<file path="config.mk">
export PLATFORM = sky130hd
export DESIGN_NAME = derandomizer
export DESIGN_NICKNAME = d
export VERILOG_FILES = /design/src/rtl/derandomizer.sv
export SDC_FILE = /design/constraint.sdc
export NUM_CORES = 1
export LEC_CHECK = 0
export CORE_UTILIZATION = 45
export CTS_CLUSTER_DIAMETER = 150
export DETAILED_ROUTE_END_ITERATION = 8
export DONT_BUFFER_PORTS = 1
export SYNTH_ARGS = -nofsm -noshare
export SYNTH_HDL_FRONTEND = slang
export SYNTH_SLANG_ARGS = --single-unit
export TNS_END_PERCENT = 5
</file>
<file path="constraint.sdc">
create_clock -name i_clk -period 5 [get_ports i_clk]
set_clock_uncertainty 0.05 [all_clocks]
set_input_delay 0.75 -clock i_clk [delete_from_list [all_inputs] [get_ports i_clk]]
set_output_delay 0.75 -clock i_clk [all_outputs]
set_load 0.1 [all_outputs]
</file>
<file path="src/rtl/derandomizer.sv">
// Receive-side 802.16 PRBS (1 + x^14 + x^15) derandomizer with ready/valid on both sides.
// One W-bit beat per cycle; the PRBS is unrolled W steps and advances only on an accepted beat.
module derandomizer #(
    parameter int unsigned W     = 8,
    parameter int unsigned LEN_W = 12
) (
    input  logic             i_clk,
    input  logic             i_rst,
    input  logic             i_burst_start,
    input  logic [14:0]      i_seed,
    input  logic [LEN_W-1:0] i_burst_len,
    input  logic [W-1:0]     i_in_data,
    input  logic             i_in_valid,
    output logic             o_in_ready,
    output logic [W-1:0]     o_out_data,
    output logic             o_out_valid,
    input  logic             i_out_ready,
    output logic             o_out_last,
    output logic             o_busy,
    output logic             o_err_len
);

    typedef enum logic {StIdle, StRun} state_e;

    state_e             r_state;
    logic [14:0]        r_vect;
    logic [LEN_W-1:0]   r_count;
    logic               r_out_valid;
    logic [W-1:0]       r_out_data;
    logic               r_out_last;
    logic               r_err_len;

    state_e             w_state_nxt;
    logic [14:0]        w_vect_nxt;
    logic [LEN_W-1:0]   w_count_nxt;
    logic               w_out_valid_nxt;
    logic [W-1:0]       w_out_data_nxt;
    logic               w_out_last_nxt;
    logic               w_err_len_nxt;

    logic [14:0]        w_vect_adv;
    logic [W-1:0]       w_ks;
    logic               w_accept;
    logic               w_len_zero;
    logic               w_last_beat;

    // Keystream bit for in_data[W-1] comes from the first serial step.
    always_comb begin
        w_vect_adv = r_vect;
        w_ks       = '0;
        for (int unsigned i = 0; i < W; i++) begin
            w_ks[W-1-i] = w_vect_adv[14] ^ w_vect_adv[13];
            w_vect_adv  = {w_vect_adv[13:0], w_ks[W-1-i]};
        end
    end

    assign o_in_ready  = (r_state == StRun) & ~i_burst_start & (~r_out_valid | i_out_ready);
    assign w_accept    = i_in_valid & o_in_ready;
    assign w_len_zero  = (i_burst_len == '0);
    assign w_last_beat = (r_count == LEN_W'(1));

    always_comb begin
        w_state_nxt   = r_state;
        w_vect_nxt    = r_vect;
        w_count_nxt   = r_count;
        w_err_len_nxt = r_err_len;
        unique case (r_state)
            StIdle: begin
                if (i_burst_start) begin
                    if (w_len_zero) begin
                        w_err_len_nxt = 1'b1;
                    end else begin
                        w_state_nxt = StRun;
                        w_vect_nxt  = i_seed;
                        w_count_nxt = i_burst_len;
                    end
                end
            end
            StRun: begin
                // A restart mid-burst is an abort: reload and flag, never accept that cycle.
                if (i_burst_start) begin
                    w_err_len_nxt = 1'b1;
                    w_vect_nxt    = i_seed;
                    w_count_nxt   = i_burst_len;
                    w_state_nxt   = w_len_zero ? StIdle : StRun;
                end else if (w_accept) begin
                    w_vect_nxt  = w_vect_adv;
                    w_count_nxt = r_count - LEN_W'(1);
                    if (w_last_beat) begin
                        w_state_nxt = StIdle;
                    end
                end
            end
            default: w_state_nxt = StIdle;
        endcase
    end

    always_comb begin
        w_out_valid_nxt = r_out_valid;
        w_out_data_nxt  = r_out_data;
        w_out_last_nxt  = r_out_last;
        if (w_accept) begin
            w_out_valid_nxt = 1'b1;
            w_out_data_nxt  = i_in_data ^ w_ks;
            w_out_last_nxt  = w_last_beat;
        end else if (i_out_ready) begin
            w_out_valid_nxt = 1'b0;
        end
    end

    always_ff @(posedge i_clk or posedge i_rst) begin
        if (i_rst) begin
            r_state     <= StIdle;
            r_vect      <= '0;
            r_count     <= '0;
            r_out_valid <= 1'b0;
            r_out_data  <= '0;
            r_out_last  <= 1'b0;
            r_err_len   <= 1'b0;
        end else begin
            r_state     <= w_state_nxt;
            r_vect      <= w_vect_nxt;
            r_count     <= w_count_nxt;
            r_out_valid <= w_out_valid_nxt;
            r_out_data  <= w_out_data_nxt;
            r_out_last  <= w_out_last_nxt;
            r_err_len   <= w_err_len_nxt;
        end
    end

    assign o_out_valid = r_out_valid;
    assign o_out_data  = r_out_data;
    assign o_out_last  = r_out_last;
    assign o_busy      = (r_state == StRun);
    assign o_err_len   = r_err_len;

endmodule

</file>
==> impl_metrics.toml, run 1 <==
# physical design summary
[placed_design]
numPlacedInstances = 272
io_buffer_count = 0
post-dp-hpwl_um = 3200

[final_layout]
final_core_util = 0.506
lay_top_count = "dfrtp_1"
final_cell_count_no_fill = 279
number_of_antenna_repair_diodes = 0
layout-drive-gt1-share = 0.0925
area_delta_synth_final_pct = 4.87

[status]
status = "finished with violations"
violated_checks = "DRC"

[sta]
postLayoutSetupSlackWorst_ns = 1.37
final_setup_violation_count = 0
report.final.hold_viol_count = 0
grt_setup_unrepaired = "false"
setup_tns_ns = 0
slew_viol_final = 0
post-route-period-util = 0.726
post-route-min-period_ns = 3.63
timing.slew.headroom = 0.191

[detailed_routing]
met3RoutedLength_um = 297
post_drt_via_cell_ratio = 5.79
met2_wirelength_um = 1860
drt_pass1_iterations = 7
m1WireLength_um = 2390
drc_errors = 4
drt_iter0_drc = 158
post_drt_wl_per_cell_um = 16.5
maxUsedRoutingLayer = "met4"

[critical_path]
critical_path.startpoint = "o_busy"
crit_path_max_fo = 8
worstReg2RegStart = "o_busy"
worst_r2r_dst = "r_vect[4]"
critPathCapture = "o_in_ready"
setup.worst_path.class = "flip-flop to primary output"
startpoint_type = "flip-flop"
worst_ep_required_time_ns = 4.20

[cts]
post_cts_hold_buffer_count = 0
cts_tree = "yes"
clk_root_buffer_cell = "clkbuf_8"
postCtsSetupBuffers = 0
cts.repair.resized = 0
cts-buffers-inserted = 5
worst_setup_hold_path_clk_slew_ns = 0.08

[pwr]
power.total_uw = 1060
p_seq_frac = 0.589
comb_power_share = 0.204
netSwitchingFraction = 0.455

[synth]
synth_cells = 230
synth_flop_count = 39
synth.cell_area_mm2 = 0.00216
chip_area_from_the_yosys_synthesis_statistics_mm2 = 0.00216
seq_area_frac_synth = 0.452
synth.distinct_cells = 40

[floorplanning]
dieWidth_um = 71.3
pin_count = 53
dieArea_mm2 = 0.00508
core_area_mm2 = 0.00447

[global_routing]
grt_first_pass_wirelength_um = 7750
initial_antenna_violation_count = 0
grt_start_max_net_pins = 58
via_count_of_the_first_global_routing_pass = 1562

[run]
tool_warnings = 27
==> run 1: power groups by stage <==
stage	logic, uW	registers, uW	clock network, uW
after floorplan	183	618	0
after global placement	217	631	0
after detailed placement	219	633	0
after CTS	220	626	223
after global routing	251	639	237
final	217	626	219
==> run 1: cell type report <==
type	instances	area share
Sequential cell	39	0.431
Timing Repair Buffer	3	0.00995
Multi-Input combinational cell	165	0.470
Tap cell	52	0.0287
Clock buffer	6	0.0365
Inverter	13	0.0216
Clock inverter	1	0.00221
==> run 1: worst max-delay path, cell delays in order (launching register included) <==
cell and delay [ns]:
dfrtp_1 1.08, nor2b_1 0.60, and2_1 0.86
==> run 1: cells in the mapped netlist <==
master     count  area share
buf_8          1      0.0070
nor2_1        19       0.033
o31ai_1       10       0.035
o21ai_0       24       0.056
ha_1           2       0.012
xnor2_1        8       0.032
and2_1         3      0.0087
o22ai_1        2      0.0058
nor4_1         3      0.0087
a32oi_1        2      0.0081
inv_1         13       0.023
buf_1          1      0.0017
nand3_1        4      0.0093
nor3b_1        2      0.0070
a2bb2oi_1      1      0.0041
nand2b_1       3      0.0087
nor2b_1        1      0.0029
a21o_1         1      0.0035
o31a_1         1      0.0041
nor4_4         1      0.0099
clkbuf_1       8       0.014
mux2i_1        9       0.042
buf_4          1      0.0035
o22a_1         1      0.0041
nand2_1       18       0.031
buf_2          1      0.0023
nor3_1         6       0.014
a31oi_1        5       0.014
xor2_1         8       0.032
a21boi_0       1      0.0035
or4b_2         1      0.0046
or4_1          2      0.0070
a22oi_1        3       0.010
buf_6          1      0.0052
mux2_2         7       0.037
or4_4          1      0.0052
a21oi_1       14       0.032
and3_1         1      0.0029
or2_1          1      0.0029
dfrtp_1       39        0.45
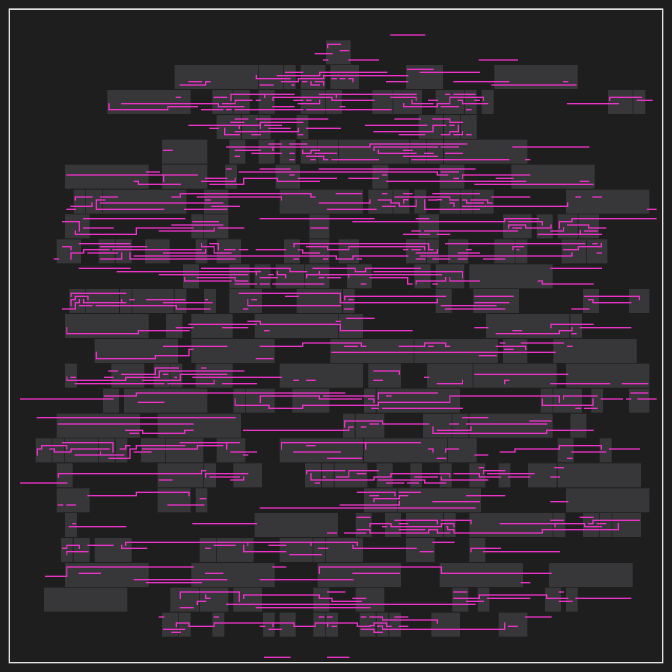
*Signal wires on met1, run 1*
main direction: horizontal
longest straight run: 27.1 um
wire length on this layer: 2,390 um
share of all routed wire: 52%
wire length reported by the detailed router: 4590 um
met1 Usage GRT: 0.302
number of vias in the routed layout: 1,615

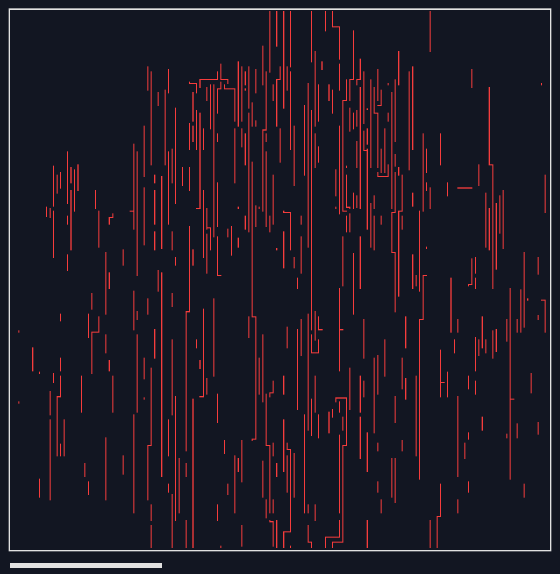
*Metal 2, run 1*
Scale bar: 20 um.
wire length on this layer: 1,860 um
nets with wire on the layer: 214
share of all routed wire: 40%
main direction: vertical
met2 Track Usage GR: 0.274

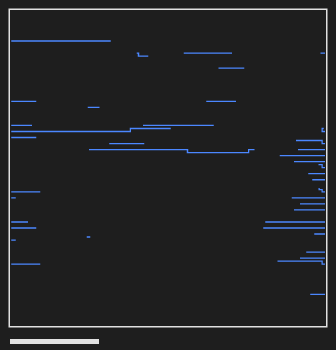
*Metal 3, run 1*
Scale bar: 20 um.
longest straight run: 26.7 um
main direction: horizontal
nets with wire on the layer: 37
met3 layer usage reported by global route: 0.0534

==> inputs of run 2 (changes only) <==
- clock period: 5 -> 3.5 ns (I/O delays scaled with it)
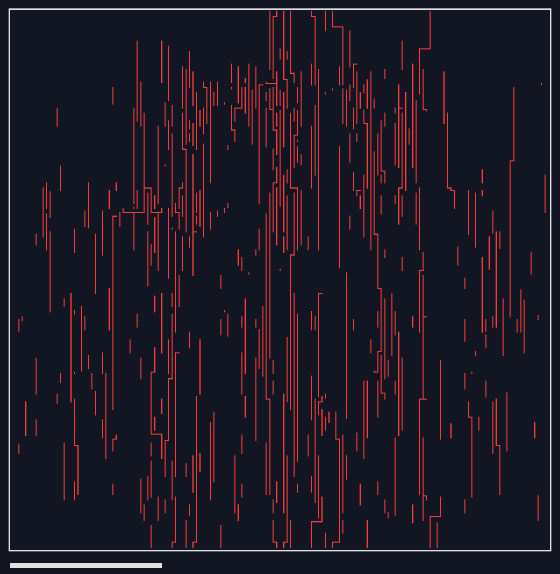
*Metal 2, run 2*
Scale bar: 20 um.
main direction: vertical
longest straight run: 25.5 um
share of all routed wire: 43%
nets with wire on the layer: 221
wire length on this layer: 2,020 um
wire length reported by the detailed router: 4710 um
met2 Track Usage GR: 0.260

==> run 2 against run 1 <==
Compared with the run above: the run still ends with DRC left; die area is the same; setup slack worse by 0.30 ns; register-to-register slack worse by 0.84 ns; routed wire length is 2.5% higher; highest routed layer unchanged; via count is 3.0% higher; synthesized cell count unchanged; cell count increased by 2.5%; critical endpoint unchanged; synthesized area stayed put; core utilization increased by 1.5 points.
==> impl_metrics.toml, run 2 <==
# physical design summary
[status]
status = "finished with violations"
violated_checks = "DRC"

[final_layout]
lay_top_count = "dfrtp_1"
number_of_antenna_repair_diodes = 0
area_delta_synth_final_pct = 8.06
layout-drive-gt1-share = 0.120

[synth]
chip_area_from_the_yosys_synthesis_statistics_mm2 = 0.00216
synth_area_leader_cell = "dfrtp_1"
synth.top_cells.by_area = "dfrtp_1 (45%), o21ai_0 (5.6%), mux2i_1 (4.2%), mux2_2 (3.7%), o31ai_1 (3.5%)"
synth_cells = 230
yosys.area.top_type_share = 0.452
flip_flops_with_a_built_in_enable = 0

[sta]
slew_viol_final = 0
post-route-min-period_ns = 2.43
timing.slew.headroom = 0.355
report.final.hold_viol_count = 0
post-route-period-util = 0.695
final_setup_violation_count = 0

[critical_path]
startpoint_type = "flip-flop"
worst_r2r_dst = "o_busy"
setup.worst_path.class = "flip-flop to primary output"
worst_ep_required_time_ns = 2.92
worstReg2RegStart = "o_busy"

[placed_design]
post-dp-hpwl_um = 3310
io_buffer_count = 0
numPlacedInstances = 278

[global_routing]
via_count_of_the_first_global_routing_pass = 1511
grt_first_pass_wirelength_um = 7610
grt_start_max_net_pins = 53

[floorplanning]
dieArea_mm2 = 0.00508
pin_count = 53
core_area_mm2 = 0.00447
dieWidth_um = 71.3

[cts]
post_cts_hold_buffer_count = 0
cts_tree = "yes"
cts.repair.resized = 0
postCtsSetupBuffers = 0

[detailed_routing]
drt_pass1_iterations = 6
drc_errors = 4
post_drt_wl_per_cell_um = 16.5

[pwr]
power.total_uw = 1550
run 2: worst min path at each step:
stage                      from             to  slack, ns  cells after the start
finish                    i_rst  o_out_data[2]       0.19                      2
global route              i_rst  o_out_data[2]       0.23                      2
CTS                       i_rst  o_out_data[2]       0.21                      2
detailed placement  r_count[10]    r_count[10]       0.44                      2
global placement      r_vect[1]      r_vect[1]       0.45                      2
floorplan           r_count[10]    r_count[10]       0.42                      2
run 2: worst max-delay path: stages (launching register included):
cell and delay [ns]:
dfrtp_1 0.45, nor2b_1 0.61, and2_1 0.22, buf_4 0.28
run 2: power breakdown:
group / internal (uW) / total (uW) / switching (uW) / leakage [uW]
Clock: 161 / 327 / 166 / 0.0000474
Combinational: 142 / 342 / 200 / 0.000509
Sequential: 541 / 878 / 337 / 0.000471
run 2: cell type report:
| cell class | count | area (um2) |
|---|---|---|
| clock buffers | 6 | 82.6 |
| fillers | 416 | 2140 |
| repair buffers | 9 | 80.1 |
| multi-input cells | 165 | 1060 |
| clock inverters | 2 | 16.3 |
| inverters | 13 | 48.8 |
| well taps | 52 | 65.1 |
| flip-flops and latches | 39 | 976 |
run 2: per-stage QoR:
stage                     worst slack (ns)   util
final                                 1.07  0.521
after global placement               0.953  0.499
after CTS                             1.10  0.521
after detailed placement             0.906  0.499
after global routing                 0.918  0.521
after floorplan                      0.720      -
run 2: per-layer routing:
| layer | wire [um] | global-route usage | vias to the layer above | part of all wire |
|---|---|---|---|---|
| met2 | 2020 | 0.260 | 69 | 0.43 |
| met5 | 0 | 0 | - | 0 |
| met3 | 381 | 0.0661 | 6 | 0.081 |
| li1 | - | - | 815 | - |
| met1 | 2260 | 0.303 | 774 | 0.48 |
| met4 | 48 | 0.0644 | 0 | 0.010 |
==> inputs of run 3 (changes only) <==
- clock period: 3.5 -> 2.2 ns (I/O delays scaled with it)
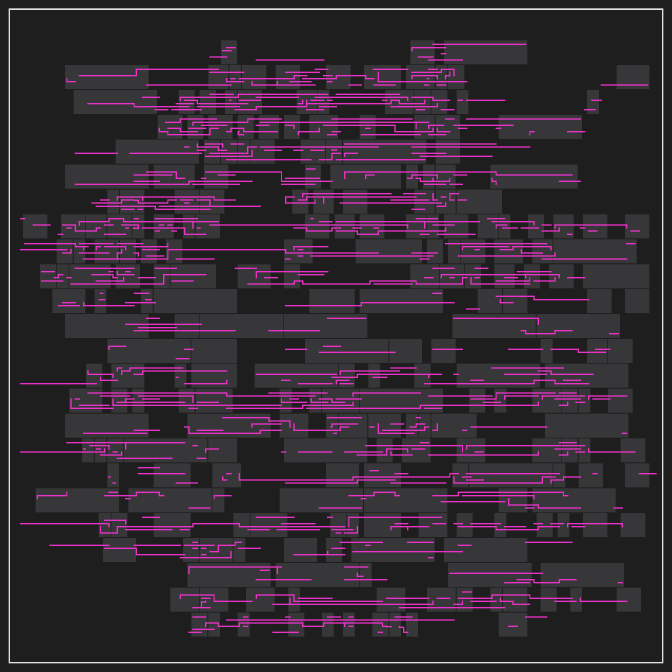
*Signal wires on met1, run 3*
nets with wire on the layer: 256
wire length on this layer: 2,300 um
share of all routed wire: 50%
wire length reported by the detailed router: 4580 um
number of vias in the routed layout: 1,755
met1 Usage GRT: 0.304

==> run 3 against run 2 <==
Compared with the run above: the run still ends with DRC left; register-to-register slack got worse by 0.65 ns; combinational power rose to 3.1 times the previous value; sequential power grew 12%; first-iteration DRC count is 5.4% lower; power up 65%; critical endpoint is now o_busy; highest routed layer unchanged.
==> impl_metrics.toml, run 3 <==
# physical design summary
[status]
status = "finished with violations"
violated_checks = "DRC"

[placed_design]
placement.setup.worst_slack_ns = 0.132
numPlacedInstances = 296
io_buffer_count = 0
post-dp-hpwl_um = 3390
dpl_cell_area_mm2 = 0.00238

[sta]
post-route-period-util = 0.805
slew_viol_final = 0
postLayoutSetupSlackWorst_ns = 0.428
post-route-min-period_ns = 1.77
grt_setup_unrepaired = "false"
report.final.hold_viol_count = 0
setup_tns_ns = 0
final_setup_violation_count = 0
timing.slew.headroom = 0.637

[min_path]
worstHoldPathType = "primary input to flip-flop"

[final_layout]
layout-drive-gt1-share = 0.186
area_delta_synth_final_pct = 15.1
filler_cell_count = 401
largest_reg_flops = 15
final_core_util = 0.555
lay_top_count = "dfrtp_1"
number_of_antenna_repair_diodes = 0

[cts]
post_cts_hold_buffer_count = 1
postCtsSetupBuffers = 0
worst_skew_pair.late_latency_ns = 0.29
cts_tree = "yes"
clk_root_buffer_cell = "clkbuf_8"
cts.repair.resized = 0

[synth]
flip_flops_with_a_built_in_enable = 0
synth_cells = 230
synth_area_leader_cell = "dfrtp_1"
yosys.area.top_type_share = 0.452
chip_area_from_the_yosys_synthesis_statistics_mm2 = 0.00216
synth.top_cells.by_area = "dfrtp_1 (45%), o21ai_0 (5.6%), mux2i_1 (4.2%), mux2_2 (3.7%), o31ai_1 (3.5%)"
yosysCellCount = 230

[pwr]
switchingPower_uw = 1110
power_frac_clock = 0.195
vdd_drop_max_mv = 0.591
p_seq_frac = 0.386
power.internal_uw = 1440
netSwitchingFraction = 0.435
power.total_uw = 2550
comb_power_share = 0.419

[detailed_routing]
m1WireLength_um = 2300
detail-route-antenna-nets = 0
post_drt_wl_per_cell_um = 15.0
maxUsedRoutingLayer = "met4"
drc_errors = 3
met3RoutedLength_um = 391
drt_pass1_iterations = 6
post_drt_via_cell_ratio = 5.75
met2_wirelength_um = 1830

[global_routing]
via_count_of_the_first_global_routing_pass = 1609
initial_antenna_violation_count = 0
grt_first_pass_wirelength_um = 7660
leftover_overflow_at_the_end_of_global_routing = 0
grt_start_max_net_pins = 31

[critical_path]
startpoint_type = "flip-flop"
worst_ep_required_time_ns = 2.32
setup.worst_path.class = "flip-flop to flip-flop"
critical_path.cell_chain = "inv_1 > ha_1 > or4b_2 > nor3_1 > o22ai_1"
highest_cell_delay_on_the_worst_timing_path_ns = 0.61
cpMaxStageDelayCell = "or4b_2"
cp_data_arrival_time_ns = 1.89

[floorplanning]
dieArea_mm2 = 0.00508
core_area_mm2 = 0.00447
pin_count = 53
dieWidth_um = 71.3

[run]
tool_warnings = 27
-- run 3: cell counts after synthesis --
Identical to the previous run, type by type.
-- run 3: logic make-up after synthesis --
family          Yosys count  synth area share
fa+ha+maj                 2            0.0116
simple gates             66             0.156
compound gates           65             0.181
buf+inv                  26            0.0562
mux                      16            0.0783
xor+xnor                 16            0.0649
flops                    39             0.452
-- run 3: layout make-up --
| type | instances | area (um2) | share of cell area |
|---|---|---|---|
| repair buffers | 28 | 238 | 0.0957 |
| flip-flops and latches | 39 | 977 | 0.393 |
| multi-input cells | 165 | 1060 | 0.428 |
| clock buffers | 7 | 86.3 | 0.0347 |
| well taps | 52 | 65.1 | 0.0262 |
| inverters | 13 | 48.8 | 0.0196 |
| clock inverters | 1 | 5.00 | 0.00201 |
-- run 3: layer usage --
metal | GRT usage | vias to the layer above
met2 | 0.260 | 75
met3 | 0.0534 | 8
met1 | 0.304 | 815
met5 | 0 | -
met4 | 0.0778 | 0
li1 | - | 857
-- run 3: path summary, 6_finish.rpt --
check	startpoint	end	cells after the start	slack, ns
min in group asynchronous	i_rst	r_count[10]	2	0.44
min reg2reg	o_err_len	o_err_len	1	0.42
max reg2reg	r_count[1]	o_busy	5	0.43
max in group asynchronous	i_rst	r_vect[13]	3	1.06
max	r_count[1]	o_busy	5	0.43
min	i_burst_start	o_err_len	2	0.12
-- run 3: critical path: cells and delay by family, from the launching register on --
family                     cells  cell delay, ns
and+or+nand+nor                2            0.83
buffers and inverters          1            0.12
adders and majority gates      1            0.17
DFF                            1            0.40
AOI/OAI and AO/OA              1            0.10
-- run 3: power by group through the flow --
stage	combinational (uW)	sequential, uW	clock (uW)
finish	1070	983	497
global route	1150	1000	549
CTS	1070	982	510
detailed placement	1070	996	0
global placement	1060	994	0
floorplan	417	1400	0
No activity file was given, so power comes from the tool's default toggle rates.
